Run 1, routed clock nets over the placement:
Drawn at 6 px/um.
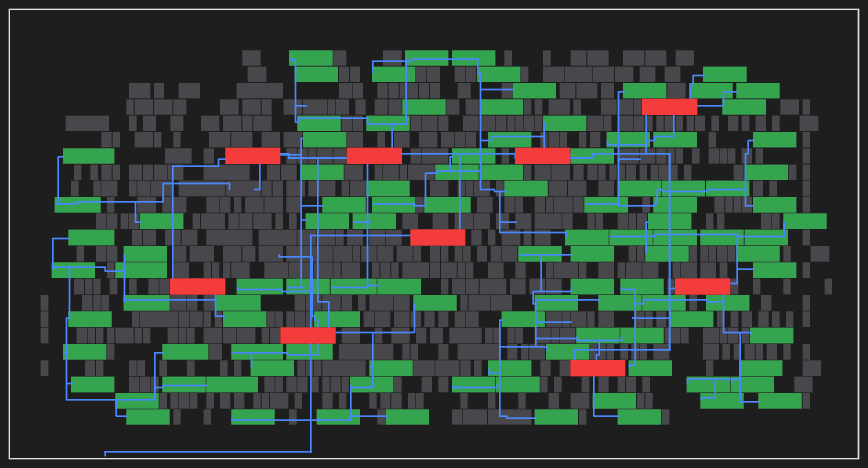
Run 1, the clock network:
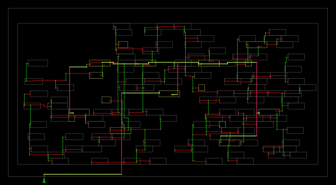
Run 1, placed cells, one color a class:
Drawn at 3 px/um. Fill, decap, tap and diode cells in gray.
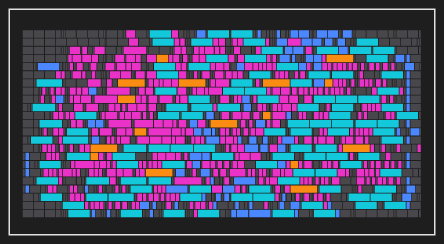
<file path="config.mk">
export PLATFORM = sky130hd
export DESIGN_NAME = im_loader
export DESIGN_NICKNAME = d
export VERILOG_FILES = /design/src/rtl/im_loader.sv
export SDC_FILE = /design/constraint.sdc
export NUM_CORES = 1
export LEC_CHECK = 0
export ABC_CLOCK_PERIOD_IN_PS = 2350
export CAP_MARGIN = 5
export CORE_ASPECT_RATIO = 0.5
export CORE_MARGIN = 4
export CORE_UTILIZATION = 55
export CTS_CLUSTER_DIAMETER = 30
export DETAILED_ROUTE_END_ITERATION = 8
export PLACE_DENSITY = 0.85
export RECOVER_POWER = 50
export SETUP_SLACK_MARGIN = 0.5
export SLEW_MARGIN = 20
export SYNTH_ARGS = -nofsm -noshare
export SYNTH_HDL_FRONTEND = slang
export SYNTH_SLANG_ARGS = --single-unit
</file>
<file path="constraint.sdc">
create_clock -name clk -period 2.35 [get_ports clk]
set_input_delay 0.47 -clock clk [delete_from_list [all_inputs] [get_ports clk]]
set_output_delay 0.47 -clock clk [all_outputs]
set_load 0.03 [all_outputs]
</file>
<file path="src/rtl/im_loader.sv">
// Instruction-memory loader: turns a host byte stream (16-bit word count, then
// big-endian 32-bit words) into IM writes. Define LOADER_CSUM_EN for a trailing XOR checksum byte.
module im_loader #(
  parameter logic [15:0] START_ADDR = 16'h0000
) (
  input  logic        clk,
  input  logic        rst,
  input  logic        start,
  input  logic        byte_valid,
  input  logic [7:0]  byte_data,
  output logic        byte_ready,
  output logic        im_we,
  output logic [15:0] im_addr,
  output logic [31:0] im_wdata,
  output logic        cpu_rst_f,
  output logic        done,
  output logic        err,
  output logic [2:0]  o_dbg_state
);

  typedef enum logic [2:0] {
    S_IDLE   = 3'd0,
    S_LEN_HI = 3'd1,
    S_LEN_LO = 3'd2,
    S_DATA   = 3'd3,
    S_WRITE  = 3'd4,
    S_DONE   = 3'd5
`ifdef LOADER_CSUM_EN
    , S_CSUM = 3'd6
`endif
  } state_t;

`ifdef LOADER_CSUM_EN
  localparam state_t END_STATE = S_CSUM;
`else
  localparam state_t END_STATE = S_DONE;
`endif

  state_t      r_state;
  logic [15:0] r_count;
  logic [15:0] r_word_idx;
  logic [1:0]  r_byte_cnt;
  logic [23:0] r_asm;
  logic [15:0] r_im_addr;
  logic [31:0] r_im_wdata;
  logic        w_xfer;
  logic        w_err;
  logic [31:0] w_next_asm;
  logic [15:0] w_len;

  // Handshake: a byte moves only on a rising edge where byte_valid && byte_ready;
  // byte_ready is a pure decode of the state register, so it never depends on byte_valid.
  assign byte_ready = (r_state == S_LEN_HI) || (r_state == S_LEN_LO) || (r_state == S_DATA)
`ifdef LOADER_CSUM_EN
                      || (r_state == S_CSUM)
`endif
                      ;
  assign w_xfer     = byte_valid && byte_ready;
  assign w_next_asm = {r_asm, byte_data};
  assign w_len      = {r_count[15:8], byte_data};

`ifdef LOADER_CSUM_EN
  logic [7:0] r_csum;
  logic       r_err;
  assign w_err = r_err;
`else
  assign w_err = 1'b0;
`endif

  always_ff @(posedge clk) begin
    if (rst) begin
      r_state    <= S_IDLE;
      r_count    <= 16'h0000;
      r_word_idx <= 16'h0000;
      r_byte_cnt <= 2'd0;
      r_asm      <= 24'h000000;
      r_im_addr  <= 16'h0000;
      r_im_wdata <= 32'h0000_0000;
`ifdef LOADER_CSUM_EN
      r_csum     <= 8'h00;
      r_err      <= 1'b0;
`endif
    end else begin
      case (r_state)
        S_IDLE, S_DONE: begin
          if (start) begin
            r_state    <= S_LEN_HI;
            r_count    <= 16'h0000;
            r_word_idx <= 16'h0000;
            r_byte_cnt <= 2'd0;
            r_asm      <= 24'h000000;
`ifdef LOADER_CSUM_EN
            r_csum     <= 8'h00;
            r_err      <= 1'b0;
`endif
          end
        end
        S_LEN_HI: begin
          if (w_xfer) begin
            r_count[15:8] <= byte_data;
            r_state       <= S_LEN_LO;
          end
        end
        S_LEN_LO: begin
          if (w_xfer) begin
            r_count[7:0] <= byte_data;
            r_state      <= (w_len == 16'h0000) ? END_STATE : S_DATA;
          end
        end
        S_DATA: begin
          if (w_xfer) begin
            r_asm      <= w_next_asm[23:0];
            r_byte_cnt <= r_byte_cnt + 2'd1;
`ifdef LOADER_CSUM_EN
            r_csum     <= r_csum ^ byte_data;
`endif
            // Address and data are latched here so they are valid for the whole WRITE cycle.
            if (r_byte_cnt == 2'd3) begin
              r_state    <= S_WRITE;
              r_im_addr  <= START_ADDR + r_word_idx;
              r_im_wdata <= w_next_asm;
            end
          end
        end
        S_WRITE: begin
          r_word_idx <= r_word_idx + 16'd1;
          r_state    <= ((r_word_idx + 16'd1) == r_count) ? END_STATE : S_DATA;
        end
`ifdef LOADER_CSUM_EN
        S_CSUM: begin
          if (w_xfer) begin
            r_err   <= (byte_data != r_csum);
            r_state <= S_DONE;
          end
        end
`endif
        default: r_state <= S_IDLE;
      endcase
    end
  end

  assign im_we       = (r_state == S_WRITE);
  assign im_addr     = r_im_addr;
  assign im_wdata    = r_im_wdata;
  assign done        = (r_state == S_DONE) && !w_err;
  assign cpu_rst_f   = done;
  assign err         = w_err;
  assign o_dbg_state = r_state;

endmodule

</file>
==> summary.txt, run 1 <==
yosys + openroad results -> clk_lat worst skew=0.35 ns, First-pass DRT Iterations=4, wire length on met1=5.68 mm, Hold Startpoint=im_wdata[14], pre-CTS setup slack=0.141 ns, Chip Area=10500 sq um, OpenROAD warnings=28, inverters=7, first-pass GRT wire length=20.6 mm, Yosys cell types=55, M1 GR Usage=31.9%, Critical Path RT=1.88 ns, DR WL met2=6.09 mm, fillers=669, Crit Path Max Fanout=9, CTS H-tree lvls=3, met3 usage in global routing=5.20%, P_int=2700 uW, xor/xnor share=3.94%, P_sw=934 uW, CTS max path bufs=2, Routed Antenna Nets=0, met2 Resource Use GR=42.0%, total gr overflow=0, syn_nets=616, routed len/inst=16.4 um, Max Used Layer=met4, outcome=finished, final reports clean, Worst Setup Path Type=flop to output pin, DIE HEIGHT=74.6 um, Detailed Route Iter0 Violations=398, Worst Path Arrival=1.53 ns, Worst Setup End Kind=output pin, n_diodes=0, adder share=0.512%
Notes on 'routed clock nets over the placement' above:
[blue] clock wires | length: 1210 um
[green] flip-flops | count: 109
[red] clock-net drivers | count: 9
routed clock nets: 10
flops lie: spread over the die

Notes on 'the clock network' above:
TritonCTS Sinks: 109
clock skew: 0.00662 ns
flop count: 109
Clock net power: 1490 uW

Notes on 'placed cells, one color a class' above:
| color | class | cells | share of their area |
|---|---|---|---|
| orange | clock drivers and dummy loads | 16 | 5.1% |
| blue | remaining buffers and delay cells | 101 | 13% |
| cyan | registers | 109 | 39% |
| magenta | remaining logic cells | 442 | 44% |
fin util: 70.4%
Core Footprint: 8320 sq um

==> run 1 -> run 2 <==
--- a/config.mk
+++ b/config.mk
@@ -5,7 +5,7 @@
 export SDC_FILE = /design/constraint.sdc
 export NUM_CORES = 1
 export LEC_CHECK = 0
-export ABC_CLOCK_PERIOD_IN_PS = 2350
+export ABC_CLOCK_PERIOD_IN_PS = 1940
 export CAP_MARGIN = 5
 export CORE_ASPECT_RATIO = 0.5
 export CORE_MARGIN = 4
==> constraint.sdc (replaced) <==
create_clock -name clk -period 1.94 [get_ports clk]
set_input_delay 0.388 -clock clk [delete_from_list [all_inputs] [get_ports clk]]
set_output_delay 0.388 -clock clk [all_outputs]
set_load 0.03 [all_outputs]
==> summary.txt, run 2 <==
run results: io pins=68, xor/xnor share=3.94%, pre-CTS setup slack=-0.123 ns, cells in synth_stat.txt=602, and+or+nand+nor area frac=25.5%, CTS max path bufs=2, largest net degree at the start of global routing=50, Top logic family=simple AND/OR/NAND/NOR gates, Synth Instances=602, DIE HEIGHT=74.6 um, Synth async-reset ratio=0%, CTS Root Cell=clkbuf_16, total CTS buffers=9, Initial Util=58.7%, TritonCTS Sinks=109, placed cell areas=5870 sq um, outcome=aborted with a tool error, row cnt=23, worst_ep grt=o_dbg_state[2]$_SDFFE_PP0P_/D, initial antenna violation count=5, Yosys cell types=55, Post-synth seq share=44.7%, syn_nets=616, Fail Step=5_1_grt, top-count cell post-synth=nand2_1, adder share=0.512%, biggest area cells=dfxtp_1 45%, nand2_1 10%, a21oi_1 8.5%, nor2_1 3.9%, a22oi_1 3.8%, area leader, netlist=dfxtp_1, Syn. warnings=0, Dominant flop cell=dfxtp_1, CTS Hold Buffers Added=0, Top-area cell share=44.7%, mean post-synth cell area=8.12 sq um, Post-DP HPWL=9.07 mm, Post-synth EDFFs=0, top post-synthesis cells by count=135 x nand2_1, 109 x dfxtp_1, 83 x a21oi_1, area reported by Yosys stat=4890 sq um, CTS H-tree lvls=3, die width=141 um, WEP type=register data pin, Post-CTS Resized=251, yosys aoi share=17.9%, multiplexer share of the synthesized area=0.410%, Setup Buffers After CTS=22, I/O Buffers=66, error msg=[ERROR DPL-0033] detailed placement checks failed during check placement., GP Congestion=0.885, Registers, synthesis=109
==> run 2 -> run 3 <==
--- a/config.mk
+++ b/config.mk
@@ -7,14 +7,11 @@
 export LEC_CHECK = 0
 export ABC_CLOCK_PERIOD_IN_PS = 1940
 export CAP_MARGIN = 5
-export CORE_ASPECT_RATIO = 0.5
 export CORE_MARGIN = 4
-export CORE_UTILIZATION = 55
-export CTS_CLUSTER_DIAMETER = 30
+export CORE_UTILIZATION = 40
 export DETAILED_ROUTE_END_ITERATION = 8
-export PLACE_DENSITY = 0.85
+export PLACE_DENSITY_LB_ADDON = 0.15
 export RECOVER_POWER = 50
-export SETUP_SLACK_MARGIN = 0.5
 export SLEW_MARGIN = 20
 export SYNTH_ARGS = -nofsm -noshare
 export SYNTH_HDL_FRONTEND = slang
Run 3, the clock network:
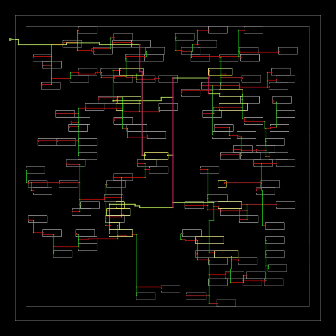
clk_lat worst skew: 0.35 ns
total CTS buffers: 9
clkbuf count: 9
Clock net power: 2010 uW

Run 3, metal 2:
Drawn at 3 px/um.
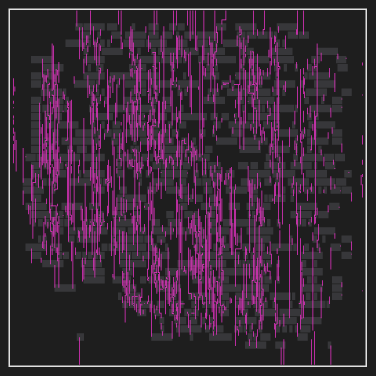
nets with wire on the layer: 562
share of all routed wire: 43%
via count: 4462
met2 Resource Use GR: 26.5%

==> summary.txt, run 3 <==
yosys + openroad results -> CTS Hold Buffers Added=0, Chip Area=14000 sq um, largest net degree at the start of global routing=49, die width=119 um, adder share=0.512%, Yosys cell types=55, Critical Path RT=1.55 ns, area leader, netlist=dfxtp_1, first-pass GRT wire length=20.9 mm, Post-CTS Resized=2, fillers=1191, Syn. warnings=0, met3 usage in global routing=4.07%, xor/xnor share=3.94%, Setup Buffers After CTS=0, Crit Path Max Fanout=4, CTS max path bufs=2, top post-synthesis cells by count=135 x nand2_1, 109 x dfxtp_1, 83 x a21oi_1, Worst Setup Path Type=flop to output pin, Detailed Route Iter0 Violations=328, area reported by Yosys stat=4890 sq um, I/O Buffers=66, routed len/inst=15.5 um, Synth async-reset ratio=0%, Post-DP HPWL=9.10 mm, outcome=finished, final reports clean, Routed Antenna Nets=0, Initial Util=40.8%, Post-synth EDFFs=0, Max Used Layer=met4, yosys aoi share=17.9%, Worst Setup End Kind=output pin, Registers, synthesis=109, Top logic family=simple AND/OR/NAND/NOR gates, top-count cell post-synth=nand2_1, multiplexer share of the synthesized area=0.410%, clock skew=0.00684 ns, TritonCTS Sinks=109, Hold Startpoint=rst, First-pass DRT Iterations=5, flop count=109, initial antenna violation count=0, biggest area cells=dfxtp_1 45%, nand2_1 10%, a21oi_1 8.5%, nor2_1 3.9%, a22oi_1 3.8%, Core Footprint=12000 sq um, Dominant flop cell=dfxtp_1, mean post-synth cell area=8.12 sq um, Top-area cell share=44.7%, cells in synth_stat.txt=602
==> run 3 -> run 4 <==
--- a/config.mk
+++ b/config.mk
@@ -12,6 +12,7 @@
 export DETAILED_ROUTE_END_ITERATION = 8
 export PLACE_DENSITY_LB_ADDON = 0.15
 export RECOVER_POWER = 50
+export SKIP_LAST_GASP = 1
 export SLEW_MARGIN = 20
 export SYNTH_ARGS = -nofsm -noshare
 export SYNTH_HDL_FRONTEND = slang
Run 4, placed cells, one color a class:
Drawn at 3 px/um. Fill, decap, tap and diode cells in gray.
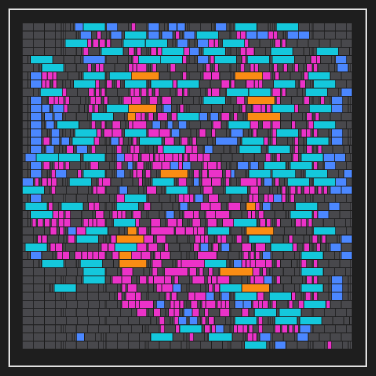
| color | class | cells | share of their area |
|---|---|---|---|
| magenta | remaining logic cells | 442 | 40% |
| cyan | registers | 109 | 37% |
| orange | clock drivers and dummy loads | 15 | 5.4% |
| blue | remaining buffers and delay cells | 116 | 17% |
row cnt: 40
Core Footprint: 12000 sq um
fin util: 51.3%
Seq area share: 35.6%

Run 4, routed clock nets over the placement:
Drawn at 4 px/um.
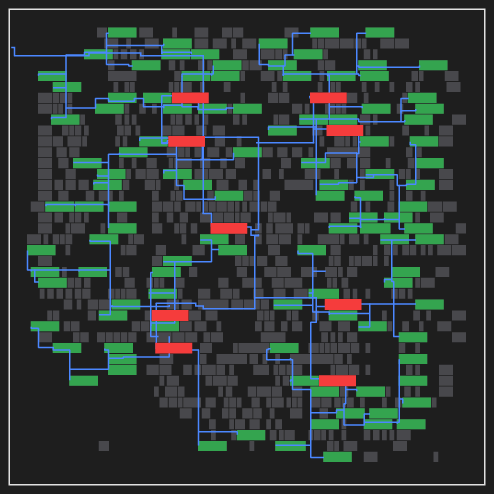
[red] clock-net drivers | count: 9
[blue] clock wires | length: 1320 um
[green] flip-flops | count: 109
routed clock nets: 10
clock power share: 43.5%
clock skew: 0.00623 ns

==> summary.txt, run 4 <==
yosys + openroad results -> cells in synth_stat.txt=602, met2 Resource Use GR=26.5%, P_int=3520 uW, syn_nets=616, Clock net power=2010 uW, Post-CTS Resized=2, total gr overflow=0, Routed Antenna Nets=0, Post-synth EDFFs=0, n_diodes=0, wire length on met1=6.51 mm, DR WL met2=5.42 mm, total CTS buffers=9, Worst Setup Path Type=flop to output pin, largest net degree at the start of global routing=49, Max Used Layer=met4, die width=119 um, Detailed Route Iter0 Violations=362, CTS H-tree lvls=3, routed len/inst=15.4 um, Worst Setup End Kind=output pin, outcome=finished, final reports clean, Synth Instances=602

==> layout pictures side by side <==
Pin map.
Drawn at 2 px/um. Pins as bars across the die edge, other pins in gray.
picture 1
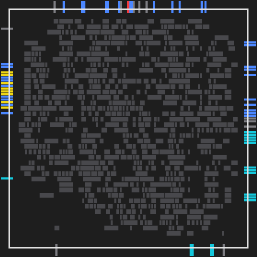
picture 2
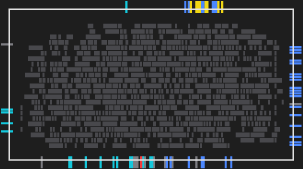
The one with the largest die is picture 1.
- run 1 = picture 2
- run 4 = picture 1

Key to picture 1:
| color | port | pins | direction | edge |
|---|---|---|---|---|
| cyan | im_addr | 16 | output | 11 right, 4 bottom, 1 left |
| blue | im_wdata | 32 | output | 13 top, 10 right, 9 left |
| yellow | byte_data | 8 | input | left |
| red | cpu_rst_f | 1 | output | top |

Power and IR drop assume default switching activity.
